### config.mk
export PLATFORM = sky130hd
export DESIGN_NAME = pipeline_control_unit
export DESIGN_NICKNAME = d
export VERILOG_FILES = /design/src/rtl/pipeline_control_unit_pkg.sv /design/src/rtl/pipeline_control_unit_sat_counter.sv /design/src/rtl/pipeline_control_unit.sv
export SDC_FILE = /design/constraint.sdc
export NUM_CORES = 1
export LEC_CHECK = 0
export CORE_ASPECT_RATIO = 1.25
export CORE_MARGIN = 10
export CORE_UTILIZATION = 53
export CTS_CLUSTER_DIAMETER = 120
export DETAILED_ROUTE_END_ITERATION = 8
export PLACE_DENSITY = 0.84
export SLEW_MARGIN = 20
export SYNTH_ARGS = -nofsm -noshare
export SYNTH_HDL_FRONTEND = slang
export SYNTH_SLANG_ARGS = --single-unit
### constraint.sdc
create_clock -name clk -period 3.77 [get_ports clk]
set_input_delay 1.131 -clock clk [delete_from_list [all_inputs] [get_ports clk]]
set_output_delay 1.131 -clock clk [all_outputs]
set_load 0.02 [all_outputs]
### src/rtl/pipeline_control_unit_pkg.sv
// Shared definitions for the pipeline control unit: FSM encoding and
// default parameter values.
package pipeline_control_unit_pkg;

   typedef enum logic [1:0] {
      ST_RUN      = 2'd0,
      ST_MEM_WAIT = 2'd1,
      ST_HALT     = 2'd2
   } pcu_state_e;

   localparam int unsigned PCU_MEM_TIMEOUT_DEF = 16;
   localparam int unsigned PCU_CNT_W_DEF       = 16;

endpackage

### src/rtl/pipeline_control_unit_sat_counter.sv
// Up-counter that sticks at all-ones instead of wrapping.
module sat_counter #(
   parameter int unsigned W = 16
) (
   input  logic         clk,
   input  logic         rst_n,
   input  logic         inc,
   output logic [W-1:0] count
);

   logic [W-1:0] count_q;
   logic [W-1:0] count_d;

   // Next count: advance on inc unless already at the ceiling.
   always_comb begin
      count_d = count_q;
      if (inc && (count_q != {W{1'b1}})) begin
         count_d = count_q + W'(1);
      end else begin
         count_d = count_q;
      end
   end

   // Count register.
   always_ff @(posedge clk or negedge rst_n) begin
      if (!rst_n) begin
         count_q <= {W{1'b0}};
      end else begin
         count_q <= count_d;
      end
   end

   assign count = count_q;

endmodule

### src/rtl/pipeline_control_unit.sv
// Pipeline stage controller: write enables, flushes and PC select from
// hazard, branch and data-memory status, with memory-timeout HALT.
module pipeline_control_unit
   import pipeline_control_unit_pkg::*;
#(
   parameter int unsigned MEM_TIMEOUT = PCU_MEM_TIMEOUT_DEF,
   parameter int unsigned CNT_W       = PCU_CNT_W_DEF
) (
   input  logic             clk,
   input  logic             rst_n,
   input  logic             stall_req,
   input  logic             branch_taken_ex,
   input  logic             dmem_busy,
   output logic             pc_we,
   output logic             if_id_we,
   output logic             if_id_flush,
   output logic             id_ex_we,
   output logic             id_ex_flush,
   output logic             ex_mem_we,
   output logic             mem_wb_we,
   output logic             pc_sel_target,
   output logic             halted,
   output logic             mem_timeout_err,
   output logic [CNT_W-1:0] stall_cnt,
   output logic [CNT_W-1:0] flush_cnt
);

   localparam int unsigned      TMO_W    = $clog2(MEM_TIMEOUT + 1);
   localparam logic [TMO_W-1:0] TMO_LAST = TMO_W'(MEM_TIMEOUT - 1);

   pcu_state_e       state_q, state_d;
   logic [TMO_W-1:0] tmo_q, tmo_d;
   logic             err_q, err_d;
   logic             run_ctl;
   logic             stall_inc;

   // Next state, timeout tracking and the "behave as RUN" qualifier.
   always_comb begin
      state_d = state_q;
      tmo_d   = tmo_q;
      err_d   = err_q;
      run_ctl = 1'b0;
      case (state_q)
         ST_RUN, ST_MEM_WAIT: begin
            if (dmem_busy) begin
               tmo_d = tmo_q + TMO_W'(1);
               if (tmo_q == TMO_LAST) begin
                  state_d = ST_HALT;
                  err_d   = 1'b1;
               end else begin
                  state_d = ST_MEM_WAIT;
               end
            end else begin
               // MEM_WAIT exit cycle acts as RUN so no request is lost.
               tmo_d   = {TMO_W{1'b0}};
               state_d = ST_RUN;
               run_ctl = 1'b1;
            end
         end
         ST_HALT: begin
            state_d = ST_HALT;
         end
         default: begin
            state_d = ST_RUN;
            tmo_d   = {TMO_W{1'b0}};
         end
      endcase
   end

   // Control outputs; everything is forced low while reset is asserted.
   always_comb begin
      pc_we         = 1'b0;
      if_id_we      = 1'b0;
      if_id_flush   = 1'b0;
      id_ex_we      = 1'b0;
      id_ex_flush   = 1'b0;
      ex_mem_we     = 1'b0;
      mem_wb_we     = 1'b0;
      pc_sel_target = 1'b0;
      if (rst_n && run_ctl) begin
         pc_we     = 1'b1;
         if_id_we  = 1'b1;
         id_ex_we  = 1'b1;
         ex_mem_we = 1'b1;
         mem_wb_we = 1'b1;
         if (branch_taken_ex) begin
            pc_sel_target = 1'b1;
            if_id_flush   = 1'b1;
            id_ex_flush   = 1'b1;
         end else if (stall_req) begin
            pc_we       = 1'b0;
            if_id_we    = 1'b0;
            id_ex_flush = 1'b1;
         end else begin
            pc_sel_target = 1'b0;
         end
      end else begin
         pc_we = 1'b0;
      end
   end

   // FSM, timeout counter and sticky error flag.
   always_ff @(posedge clk or negedge rst_n) begin
      if (!rst_n) begin
         state_q <= ST_RUN;
         tmo_q   <= {TMO_W{1'b0}};
         err_q   <= 1'b0;
      end else begin
         state_q <= state_d;
         tmo_q   <= tmo_d;
         err_q   <= err_d;
      end
   end

   assign halted          = rst_n & (state_q == ST_HALT);
   assign mem_timeout_err = err_q;
   assign stall_inc       = rst_n & ~pc_we;

   sat_counter #(.W(CNT_W)) u_stall_cnt (
      .clk   (clk),
      .rst_n (rst_n),
      .inc   (stall_inc),
      .count (stall_cnt)
   );

   sat_counter #(.W(CNT_W)) u_flush_cnt (
      .clk   (clk),
      .rst_n (rst_n),
      .inc   (pc_sel_target),
      .count (flush_cnt)
   );

endmodule
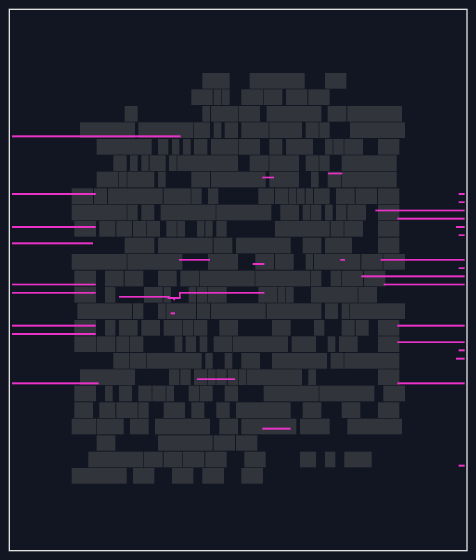
Fig. 1. Met3 routing.
nets with wire on the layer: 28
wire length on this layer: 290 um
DR vias: 1573
Routed WL: 4470 um
met3 GRT Util: 4.78%

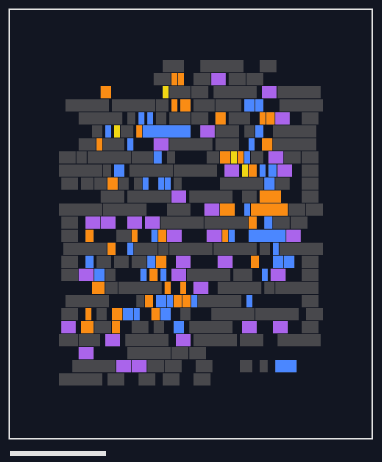
Fig. 2. Selected gate families.
Bar = 20 um.
[orange] NOR gates | cells: 38 | most used: nor3_1
[blue] NAND gates | cells: 42 | most used: nand2_1
[yellow] inverters | cells: 4 | most used: inv_1
[purple] XOR/XNOR gates | cells: 31 | most used: xor2_1
Commonest Layout Cell: clkdlybuf4s50_1
logic share of the area: 37.0%
Final Non-Filler Cells: 286

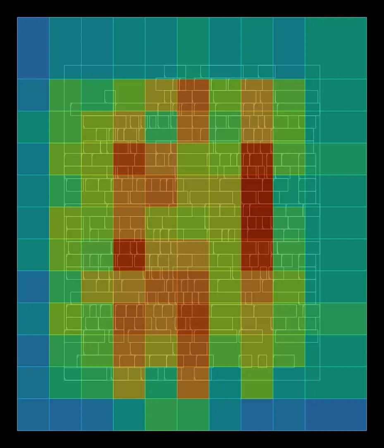
Fig. 3. Routing congestion.
fin util: 70.6%
GR Layer Usage met1: 15.5%
GR peak layer: met2
routed len/inst: 15.6 um

==> out/qor.csv <==
metric;value;unit
clock buf count;6;
CTS tree;built;
WP data arrival;2.52;ns
post-CTS setup repair buffer count;0;
Dominant comb cell;simple AND/OR/NAND/NOR gates;
met2 GRT Util;24.3;%
number of antenna diodes;0;
chip area in the Yosys report;2030;um^2
Syn Area/Cell;10.6;um^2
kind of critical path;in -> out;
status;finished, final reports clean;
Synth Area in Adders;2.46;%
synth-to-layout area growth;30.4;%
Init Core Util;54.1;%
first-pass detailed-route iteration total;4;
gp weighted congestion;0.858;
Leakage;0.00131;uW
M1 WL;1870;um
layout cells sized above 1;11.0;%
Cells after Synth;191;
largest area contributor in the netlist;dfrtp_1;
final instance area;2650;um^2
CP Cell Sequence;clkdlybuf4s50_1 -> nor2_1 -> nand2_1 -> inv_1 -> clkdlybuf4s50_1;
top_reg_cell synth;dfrtp_1;
Final Hold Fails;0;
RSZ-0062 raised after global routing;no;
Seq/Total Area, Yosys;49.3;%
I/O Pins;47;
Clock Latency Late Sink;0.29;ns
EDFF count, synth;0;
crit-path leading delay family;buffers and inverters;
Yosys cell types;36;
## cells by family after synthesis
logic type | Yosys count
simple gates | 93
flops | 40
xor+xnor | 31
compound gates | 11
buf+inv | 9
fa+ha+maj | 4
mux | 3
## Yosys cell counts, types with 6 or more instances
cell type,count
and3_1,7
nand4_1,9
nand2_1,22
xor2_1,25
nor2_1,12
dfrtp_1,40
xnor2_1,6
nand3_1,7
nor3_1,13
## registers in the layout, summed over array words and instances (netlist names)
register / count
u_flush_cnt.count: 16
u_stall_cnt.count: 16
tmo_q: 5
state_q: 2
mem_timeout_err: 1
## metrics by stage
stage	hold WS (ns)	utilization, %	power [uW]	std cells
after global placement	0.437	67.9	985	278
after floorplan	0.424	-	791	191
after detailed placement	0.448	67.9	991	278
after CTS	0.458	70.3	1290	286
final	0.452	70.6	1270	286
after global routing	0.472	70.6	1350	286
## report_power, final
group	leakage, uW	total (uW)	switching, uW	internal, uW
logic	0.000736	383	191	192
clock network	0.0000510	294	148	146
registers	0.000525	595	96.2	499
total	0.00131	1270	436	836
## how the worst min path moves through the flow
stage / from / endpoint / slack (ns) / depth (start not counted)
floorplan: state_q[0] / tmo_q[4] / 0.42 / 1
global route: state_q[0] / tmo_q[4] / 0.47 / 1
finish: state_q[0] / tmo_q[4] / 0.45 / 1
CTS: state_q[0] / tmo_q[4] / 0.46 / 1
global placement: state_q[0] / tmo_q[4] / 0.44 / 1
detailed placement: state_q[0] / tmo_q[4] / 0.45 / 1
## cells in the final DEF (no fill, tap or decap), types with 6 or more instances in the layout
cell and instances:
xor2_1 25, nand2_1 22, nand4_1 9, buf_4 6, xnor2_1 6, nand3_1 7, clkdlybuf4s50_1 41, nor2_1 12
clkbuf_8 6, nor3_1 13, dfrtp_1 40, and3_1 7
No activity file was given, so power comes from the tool's default toggle rates.
